--- src/rtl/arm_defs.sv ---
// Shared ARM condition-code encodings and flag bit positions.
// Flag vectors are ordered {Z,C,N,V}.
package arm_defs;

  localparam int COND_W = 4;

  localparam int FLAG_Z = 3;
  localparam int FLAG_C = 2;
  localparam int FLAG_N = 1;
  localparam int FLAG_V = 0;

  typedef enum logic [COND_W-1:0] {
    COND_EQ = 4'h0,
    COND_NE = 4'h1,
    COND_CS = 4'h2,
    COND_CC = 4'h3,
    COND_MI = 4'h4,
    COND_PL = 4'h5,
    COND_VS = 4'h6,
    COND_VC = 4'h7,
    COND_HI = 4'h8,
    COND_LS = 4'h9,
    COND_GE = 4'hA,
    COND_LT = 4'hB,
    COND_GT = 4'hC,
    COND_LE = 4'hD,
    COND_AL = 4'hE,
    COND_NV = 4'hF
  } cond_e;

  // AL and NV ignore the flags, so they never wait on a pending flag writer.
  function automatic logic is_uncond(input logic [COND_W-1:0] cond);
    return (cond == COND_AL) || (cond == COND_NV);
  endfunction

endpackage

--- src/rtl/cond_eval.sv ---
// Combinational ARM condition evaluator over a {Z,C,N,V} flag vector.
module cond_eval
  import arm_defs::*;
(
  input  logic [COND_W-1:0] cond,
  input  logic [3:0]        flags,
  output logic              pass
);

  logic z, c, n, v;

  assign z = flags[FLAG_Z];
  assign c = flags[FLAG_C];
  assign n = flags[FLAG_N];
  assign v = flags[FLAG_V];

  always_comb begin
    pass = 1'b0;
    case (cond)
      COND_EQ: pass = z;
      COND_NE: pass = ~z;
      COND_CS: pass = c;
      COND_CC: pass = ~c;
      COND_MI: pass = n;
      COND_PL: pass = ~n;
      COND_VS: pass = v;
      COND_VC: pass = ~v;
      COND_HI: pass = c & ~z;
      COND_LS: pass = ~c | z;
      COND_GE: pass = (n == v);
      COND_LT: pass = (n != v);
      COND_GT: pass = ~z & (n == v);
      COND_LE: pass = z | (n != v);
      COND_AL: pass = 1'b1;
      COND_NV: pass = 1'b0;
    endcase
  end

endmodule

--- src/rtl/flag_hazard_ctrl.sv ---
// Flag hazard scoreboard for a conditional-execution pipeline: tracks flag
// writers in EXE/MEM/WB, stalls dependent ID instructions, bypasses from WB.
module flag_hazard_ctrl
  import arm_defs::*;
(
  input  logic              clk,
  input  logic              rst_n,
  input  logic              id_valid,
  input  logic [COND_W-1:0] id_cond,
  input  logic              id_s,
  input  logic              freeze,
  input  logic              flush,
  input  logic              wb_flag_we,
  input  logic [3:0]        wb_flags,
  output logic [3:0]        status_register,
  output logic              cond_pass,
  output logic              hazard_stall,
  output logic [15:0]       stall_count
);

  // pend[0]=EXE, pend[1]=MEM, pend[2]=WB
  logic [2:0]  pend;
  logic [3:0]  status_q;
  logic [15:0] stall_cnt;

  logic        needs_flags;
  logic        bypass;
  logic [3:0]  eval_flags;
  logic        cond_true;
  logic        issue;

  assign needs_flags = ~is_uncond(id_cond);

  // Only the WB writer is in flight: its flags are on the bus this cycle.
  assign bypass     = (pend == 3'b100) & wb_flag_we;
  assign eval_flags = bypass ? wb_flags : status_q;

  cond_eval u_cond_eval (
    .cond  (id_cond),
    .flags (eval_flags),
    .pass  (cond_true)
  );

  assign hazard_stall = rst_n & id_valid & ~flush & needs_flags & (pend[0] | pend[1]);
  assign cond_pass    = rst_n & id_valid & ~hazard_stall & ~flush & cond_true;
  assign issue        = cond_pass & id_s;

  always_ff @(posedge clk or negedge rst_n) begin
    if (!rst_n) begin
      pend <= 3'b000;
    end else if (!freeze) begin
      if (flush)
        pend <= {pend[1], 2'b00};
      else if (hazard_stall)
        pend <= {pend[1:0], 1'b0};
      else
        pend <= {pend[1:0], issue};
    end
  end

  always_ff @(posedge clk or negedge rst_n) begin
    if (!rst_n)
      status_q <= 4'b0000;
    else if (wb_flag_we)
      status_q <= wb_flags;
  end

  always_ff @(posedge clk or negedge rst_n) begin
    if (!rst_n)
      stall_cnt <= 16'd0;
    else if (hazard_stall && !freeze && !(&stall_cnt))
      stall_cnt <= stall_cnt + 16'd1;
  end

  assign status_register = status_q;
  assign stall_count     = stall_cnt;

endmodule

--- config.mk ---
export PLATFORM = sky130hd
export DESIGN_NAME = flag_hazard_ctrl
export DESIGN_NICKNAME = d
export VERILOG_FILES = /design/src/rtl/arm_defs.sv /design/src/rtl/cond_eval.sv /design/src/rtl/flag_hazard_ctrl.sv
export SDC_FILE = /design/constraint.sdc
export NUM_CORES = 1
export LEC_CHECK = 0
export CAP_MARGIN = 20
export CORE_UTILIZATION = 47
export CTS_CLUSTER_DIAMETER = 50
export CTS_CLUSTER_SIZE = 30
export DETAILED_ROUTE_END_ITERATION = 10
export PLACE_DENSITY = 0.78
export SKIP_CTS_REPAIR_TIMING = 1
export SLEW_MARGIN = 20
export SYNTH_ARGS = -nofsm -noshare
export SYNTH_HDL_FRONTEND = slang
export SYNTH_SLANG_ARGS = --single-unit
export TNS_END_PERCENT = 50
--- constraint.sdc ---
create_clock -name clk -period 2.9 [get_ports clk]
set_clock_uncertainty 0.15 [all_clocks]
set_input_delay 0.435 -clock clk [delete_from_list [all_inputs] [get_ports clk]]
set_output_delay 0.435 -clock clk [all_outputs]
set_load 0.1 [all_outputs]
### Met1 routing, run 1

(6 px per um)
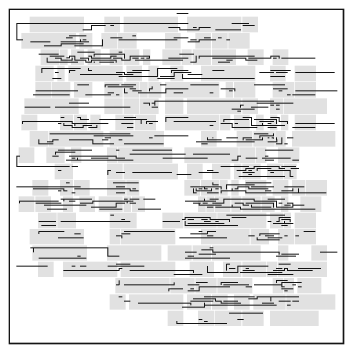
share of all routed wire = 43%
main direction = horizontal
nets with wire on the layer = 165
longest straight run = 28.5 um
wire length on this layer = 1330 um
Vias: 1190
met1 Use GR: 0.266
WL final: 3080 um

### Met2 routing, run 1

(8 px per um)
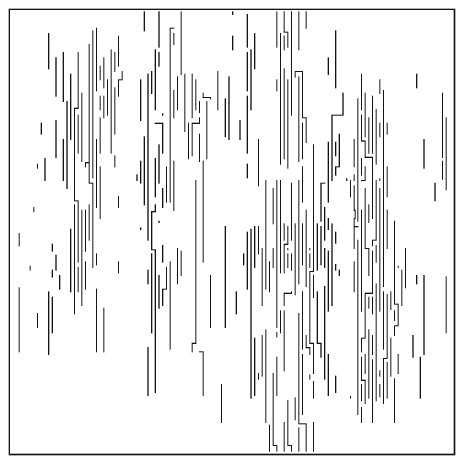
longest straight run = 24.5 um
main direction = vertical
GR Util met2: 0.353

### M3 wires, run 1

(4 px per um)
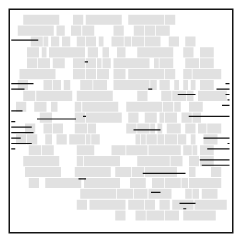
share of all routed wire = 3.8%
wire length on this layer = 116 um
met3 usage: 0.0211

==> run 1: final timing paths <==
check | slack, ns | to | from
min in group clk | 0.36 | stall_count[11] | stall_count[11]
worst max register to register | 0.56 | pend[0] | pend[0]
max in group asynchronous | 2.03 | status_register[3] | rst_n
worst max-delay path | -0.02 | cond_pass | pend[0]
worst min register to register | 0.36 | stall_count[11] | stall_count[11]
worst min-delay path | 0.32 | stall_count[14] | rst_n
==> run 1: cells in the mapped netlist, types with 2 or more instances <==
master    instances
dfrtp_1          23
xnor2_1          12
nand2_1           8
nand3_1           8
mux2i_1           7
and3_1            6
nand4_1           6
nor2_1            6
mux2_2            5
xor2_1            5
buf_2             3
nor3_1            3
nor3b_1           3
a211oi_1          2
a21oi_1           2
and4_1            2
clkbuf_1          2
inv_1             2
o21ai_0           2
o31a_1            2
==> run 1: routing by layer <==
metal,vias to the layer above,track usage
met5,-,0
met4,0,0.0893
met3,9,0.0211
met2,35,0.353
met1,581,0.266
li1,565,-
==> run 1: area by class of cell <==
class	count	area, um^2
clock buffers	3	22.5
clock inverters	1	5.00
fillers	229	858
inverters	2	7.51
multi-input cells	98	811
flip-flops and latches	23	576
well taps	31	38.8
repair buffers	46	415
==> run 1: worst reg2reg max path: stages, from the launching register on <==
cell and delay (ns):
dfrtp_1 0.42, and4bb_4 0.41, mux2i_4 0.29, mux2i_1 0.22, o2111ai_1 0.12, o31a_1 0.36
a32o_1 0.27
==> run 1: cell families after synthesis <==
family | count (synthesis)
and+or+nand+nor | 50
DFF | 23
xor gates and xnor gates | 17
AOI/OAI and AO/OA | 16
muxes | 14
buffers and inverters | 8
adders and majority gates | 1
==> run 1: state kept, by name, summed over array words and instances (netlist names) <==
| signal | count |
|---|---|
| pend | 3 |
| status_register | 4 |
| stall_count | 16 |
==> impl_metrics.csv, run 1 <==
group,metric,value,unit
timing,drv_slew,0,
route,routedWlPerCell,15.1,um
placed_design,portBuffers,36,
power,p_leak,0.836,nW
route,drtAntennaViolNets,0,
timing,final.setup.worst_slack,-0.0182,ns
run,log.warning_count,28,
yosys,top_cells_by_area,"dfrtp_1, xnor2_1, mux2i_1",
route,wl_met1,1330,um
global_routing,grt_pass1_wl,5060,um
timing,max_freq,343,MHz
yosys,synth_seq_share,0.428,
critical_path,reg2regPathDepth,6,
route,met2_length,1550,um
timing,setup_viol,1,
timing,min_period,2.92,ns
power,internal_power,0.000446,W
power,powerDensity,355,nW/um^2
power,clock_net_power,0.000147,W
outcome,status,"finished with violations",
yosys,yosys.area.top_type_share,0.428,
power,p_sw,0.000219,W
layout,lay_top_cells,"buf_4, dfrtp_1, clkdlybuf4s50_1, xnor2_1",
power,p_clk_frac,0.221,
layout,stdcell_area,1880,um^2
yosys,ys_seq_elements,23,
outcome,violations,"negative setup slack",
floorplan,io_pins,37,
layout,syn2layout_area_growth,39.6,%
global_routing,grt_pass1_vias,1143,
yosys,syn-cell-area,1340,um^2
placed_design,hpwlAfterDp,2410,um
global_routing,overflow,0,
route,firstDrtPassIters,4,
yosys,syn_avg_cell_area,10.4,um^2
power,p_comb,0.000179,W
==> run 2: changes to the inputs <==
- ABC_CLOCK_PERIOD_IN_PS: unset -> 2900
- CELL_PAD_IN_SITES_DETAIL_PLACEMENT: unset -> 1
- CELL_PAD_IN_SITES_GLOBAL_PLACEMENT: unset -> 2
- CORE_UTILIZATION: 47 -> 29
- PLACE_DENSITY: 0.78 -> unset
- PLACE_DENSITY_LB_ADDON: unset -> 0.1
==> run 2 against run 1 <==
The flow still finishes with violations (negative setup slack). Sequential share of layout area decreased by 0.28 points. Non-clock buffer count rose by 5. Count of clock-buffer cells in the layout is the same. Sequential power barely moved. Via count up 0.59%. Highest routed layer unchanged. Synthesized cell count unchanged. Fmax hardly changed. Final area up 0.93%. Hold slack improved by 0.032 ns. Flip-flop count stayed put.
==> impl_metrics.csv, run 2 <==
group,metric,value,unit
outcome,status,"finished with violations",
outcome,violations,"negative setup slack",
global_routing,overflow,0,
layout,fillCellCount,514,
clocking,cts_buffer_depth,2,
clocking,cts_htree_levels,1,
timing,slew-limit-headroom,0.759,
layout,ff_latch_area,576,um^2
yosys,ys_cells,129,
clocking,cts_sinks,23,
power,powerDensity,378,nW/um^2
power,p_sw,0.000224,W
critical_path,cp_cell_sequence,"and4bb_4, mux2i_2, buf_4, mux2i_1, o2111ai_1, o31a_1, buf_12",
critical_path,slowest_stage,"dfrtp_1",
clocking,cts-root-buf,"clkbuf_8",
layout,largest_reg_flops,16,
critical_path,cp.arrival,2.33,ns
critical_path,cp_max_fo,5,
power,p_leak,0.856,nW
layout,antenna_cells,0,
yosys,yosysUniqueCellTypes,40,
route,routedWlPerCell,15.7,um
yosys,top_cell,"dfrtp_1",
floorplan,die_x,70.1,um
floorplan,die_y,70.1,um
yosys,ys_seq_elements,23,
placed_design,hpwlAfterDp,2830,um
placed_design,portBuffers,36,
run,drv_cap,0,
layout,stdcell_area,1890,um^2
power,p_comb,0.000177,W
clocking,cts_buffers,3,
timing,max_freq,343,MHz
layout,lay_top_cells,"buf_4, dfrtp_1, clkdlybuf4s50_1, xnor2_1",
timing,setup_viol,1,
timing,worst_pin_slew,0.358,ns
yosys,syn_inst,129,
timing,final.setup.worst_slack,-0.0168,ns
yosys,synth_seq_share,0.428,
clocking,clkLatencyLatePin,0.26,ns
yosys,synth.largest_area_cell,"dfrtp_1",
yosys,synth-edff-count,0,
global_routing,grt_pass1_wl,6220,um
placed_design,place_ws,-0.238,ns
critical_path,cp_num_buf_inv,2,
route,drtIter0Drc,32,
critical_path,cp_slowest_stage_delay,0.42,ns
layout,combGateArea,751,um^2
timing,tns,-0.0168,ns
power,internal_power,0.000491,W
placed_design,gp_congestion,0.736,
timing,drv_slew,0,
floorplan,dieArea,4910,um^2
yosys,yosys.area.top_type_share,0.428,
yosys,top_cells_by_count,"dfrtp_1, xnor2_1, nand2_1, nand3_1, mux2i_1",
floorplan,initCoreUtil,0.304,
route,viasPerCell,5.20,
power,total_power,0.000715,W
timing,min_period,2.92,ns
global_routing,grt_pass1_vias,1302,
worst_hold_path,hp-class,"flop to flop",
timing,rsz0062_at_grt,"yes",
yosys,yosys_area,1340,um^2
floorplan,io_pins,37,
timing,hold_viol,0,
critical_path,crit_path_end_kind,"output port",
global_routing,grt_usage,0.156,
route,drtAntennaViolNets,0,
yosys,ys_async_sr_fraction,1.00,
power,p_clk_frac,0.279,
clocking,cts.clk_slew.worst_paths,0.08,ns
clocking,cts_tree,"built",
yosys,syn-cell-area,1340,um^2
run,log.warning_count,28,
power,clock_net_power,0.000199,W
layout,syn2layout_area_growth,40.9,%
floorplan,row_count,24,
power,maxPowerGroup,"sequential cells",
layout,fin_nets,195,
yosys,syn_avg_cell_area,10.4,um^2
power,switching_share,0.313,
yosys,top_cells_by_area,"dfrtp_1, xnor2_1, mux2i_1",
route,firstDrtPassIters,4,
==> run 2: stage by stage <==
stage               hold slack, ns  cells   util
global route                 0.384    230  0.429
CTS                          0.357    229  0.422
detailed placement           0.338    225  0.411
floorplan                  -0.0106    129      -
global placement             0.332    225  0.411
finish                       0.356    230  0.429
==> run 2: routing by layer <==
layer  vias to the layer above  global-route usage  part of all wire
met5                         -                   0                 0
met4                         0              0.0267            0.0047
met3                         2              0.0260             0.034
met2                        19               0.299              0.55
met1                       607               0.182              0.41
li1                        569                   -                 -
==> run 2: logic make-up (layout without fill, tap and decap cells) <==
kind of cell | after synthesis | count (layout) | synth area share
AND-OR/OR-AND | 16 | 16 | 0.0959
XOR/XNOR | 17 | 17 | 0.111
adder cells (fa/ha/maj) | 1 | 1 | 0.00931
buffers and inverters | 8 | 57 | 0.0307
flip-flops | 23 | 23 | 0.428
multiplexers | 14 | 14 | 0.114
AND/OR/NAND/NOR | 50 | 50 | 0.211
==> run 2: cell type report <==
cell class | instances | share of cell area
Multi-Input combinational cell | 98 | 0.397
Sequential cell | 23 | 0.304
Timing Repair Buffer | 51 | 0.235
Tap cell | 52 | 0.0344
Clock buffer | 3 | 0.0218
Clock inverter | 1 | 0.00397
Inverter | 2 | 0.00397
==> run 2: path summary, 6_finish.rpt <==
| kind | startpoint | endpoint | slack (ns) | cells past startpoint |
|---|---|---|---|---|
| min in group asynchronous | rst_n | pend[2] | 0.47 | 2 |
| setup reg to reg | pend[0] | pend[0] | 0.37 | 8 |
| max in group asynchronous | rst_n | stall_count[13] | 1.91 | 2 |
| setup / recovery | pend[0] | cond_pass | -0.02 | 7 |
| hold / removal | stall_count[11] | stall_count[11] | 0.36 | 1 |
| hold reg to reg | stall_count[11] | stall_count[11] | 0.36 | 1 |
### Met2 routing, run 2

(6 px per um)
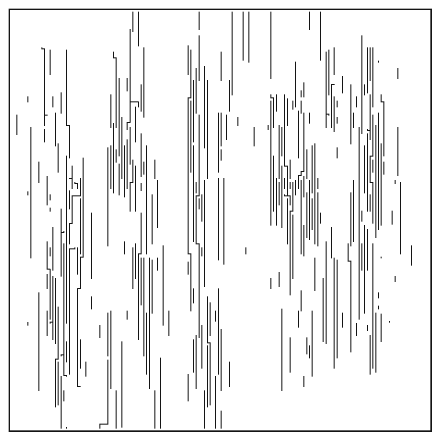
nets with wire on the layer = 185
main direction = vertical
wire length on this layer = 2000 um
longest straight run = 32.0 um
share of all routed wire = 55%
GR Util met2: 0.299
WL final: 3610 um

### Routing congestion map, run 2

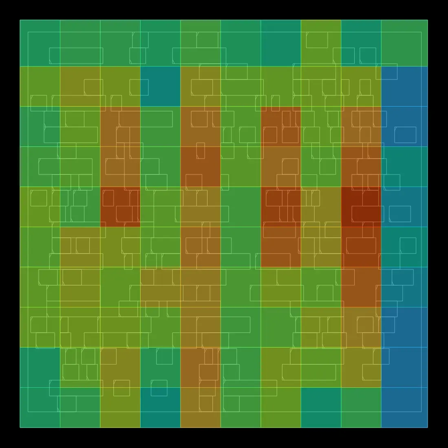
gr busiest metal: met2
met1 Use GR: 0.182

### M3 wires, run 2

(4 px per um)
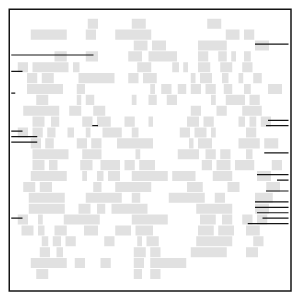
share of all routed wire = 3.4%
longest straight run = 20.2 um
Vias: 1197
met3 usage: 0.0260

==> run 3: changes to the inputs <==
- ABC_AREA: unset -> 1
- CORE_UTILIZATION: 29 -> 28
==> run 3 against run 2 <==
The flow now finishes without violations. Worst setup slack better by 0.14 ns. Sequential share of layout area down 1.0 points. Non-clock buffer count down 13. Highest routed layer unchanged. Utilization down 2.7 points. Critical path type is now primary input to output port. Largest power group unchanged. Count of clock-buffer cells in the layout up 1. Synthesized area up 8.6%. Final area up 3.5%. Flip-flop count unchanged. Critical path depth up 7.
==> impl_metrics.csv, run 3 <==
group,metric,value,unit
clocking,cts_buffers,3,
timing,slew-limit-headroom,0.794,
critical_path,crit_path_end_kind,"output port",
route,firstDrtPassIters,4,
yosys,ys_seq_elements,23,
placed_design,hpwlAfterDp,3210,um
timing,min_period,2.77,ns
run,drv_cap,0,
yosys,synth_adder_area_share,0.00858,
yosys,mux_area_frac,0.0154,
global_routing,overflow,0,
yosys,synth_seq_share,0.395,
power,p_leak,0.982,nW
floorplan,row_count,25,
placed_design,dpl.cell_count,285,
layout,antenna_cells,0,
global_routing,grt_pass1_vias,1428,
yosys,ys_sh_simple,0.382,
route,drtAntennaViolNets,0,
layout,stdcell_area,1960,um^2
yosys,yosysUniqueCellTypes,31,
layout,largest_reg_flops,16,
yosys,aoi_share,0.0463,
yosys,top_cells_by_area,"dfrtp_1, nand2_1, nand3_1",
yosys,syn_inst,181,
yosys,top_cell,"nand2_1",
timing,rsz0062_at_grt,"no",
global_routing,grt_usage,0.163,
critical_path,slowest_stage,"clkdlybuf4s50_1",
floorplan,io_pins,37,
power,powerDensity,366,nW/um^2
timing,setup_viol,0,
clocking,clkLatencyLatePin,0.27,ns
outcome,status,"complete, no violations",
yosys,synth.largest_area_cell,"dfrtp_1",
-- run 3: netlist changes by cell type in the layout (fill, tap and decap cells not counted), sizes merged, moves of 9 or more --
cell	change
nand3	+9
nand2	+46
inv	+19
buf	-13
nor2	+15
-- run 3: final timing paths --
check                                 from            endpoint  slack [ns]  cells after the start
max                             wb_flag_we           cond_pass        0.13                     14
min                        stall_count[14]     stall_count[14]        0.36                      1
max reg2reg                 stall_count[1]     stall_count[13]        0.88                     10
min reg2reg                stall_count[14]     stall_count[14]        0.36                      1
max in group asynchronous            rst_n     stall_count[13]        1.86                      2
min in group asynchronous            rst_n  status_register[0]        0.50                      2
-- run 3: report_power, final --
| part | internal, W | switching, W | total (W) |
|---|---|---|---|
| registers | 0.000328 | 0.00000745 | 0.000336 |
| logic | 0.0000527 | 0.000120 | 0.000173 |
| clock network | 0.0000983 | 0.000109 | 0.000208 |
| total | 0.000479 | 0.000237 | 0.000716 |
-- run 3: through the flow --
step	utilization	worst slack, ns
after floorplan	-	0.126
after global placement	0.388	0.0733
after detailed placement	0.388	0.0437
after CTS	0.397	0.0338
after global routing	0.402	0.00664
final	0.402	0.127
-- run 3: final cells by class --
cell class / count / area (um^2)
clock buffer: 4 / 45.0
fill: 610 / 2920
inverter: 21 / 78.8
multi-input combinational: 136 / 831
sequential: 23 / 576
tap: 67 / 83.8
timing repair buffer: 38 / 345
-- run 3: routing by layer --
| metal | share of wire | global-route usage | vias up |
|---|---|---|---|
| met5 | 0 | 0 | - |
| met4 | 0.017 | 0.0534 | 0 |
| met3 | 0.029 | 0.0257 | 8 |
| met2 | 0.53 | 0.297 | 22 |
| met1 | 0.42 | 0.194 | 638 |
| li1 | - | - | 670 |
### Met1 routing, run 3

(4 px per um)
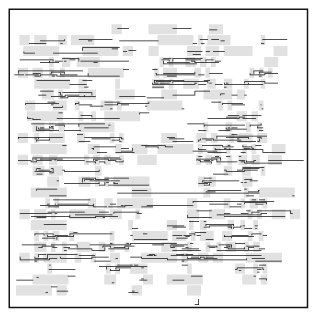
nets with wire on the layer = 211
wire length on this layer = 1680 um
WL final: 3950 um
Vias: 1338

### M3 wires, run 3

(4 px per um)
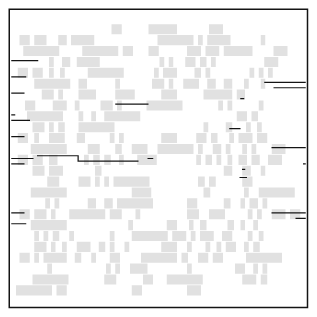
longest straight run = 14.9 um
share of all routed wire = 2.9%
met3 usage: 0.0257

### Pin placement, run 3

(6 px per um) Pins as bars across the die edge, other pins in gray.
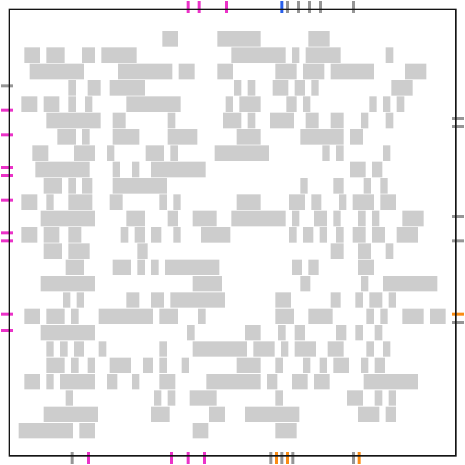
orange -> `wb_flags`  # pins 4, direction input, edge 3 bottom, 1 right
magenta -> `stall_count`  # pins 16, direction output, edge 9 left, 4 bottom, 3 top
blue -> `hazard_stall`  # pins 1, direction output, edge top
IO Port Bufs: 36
Die Y: 74.2 um
die width: 74.2 um

No activity file was given, so power comes from the tool's default toggle rates.
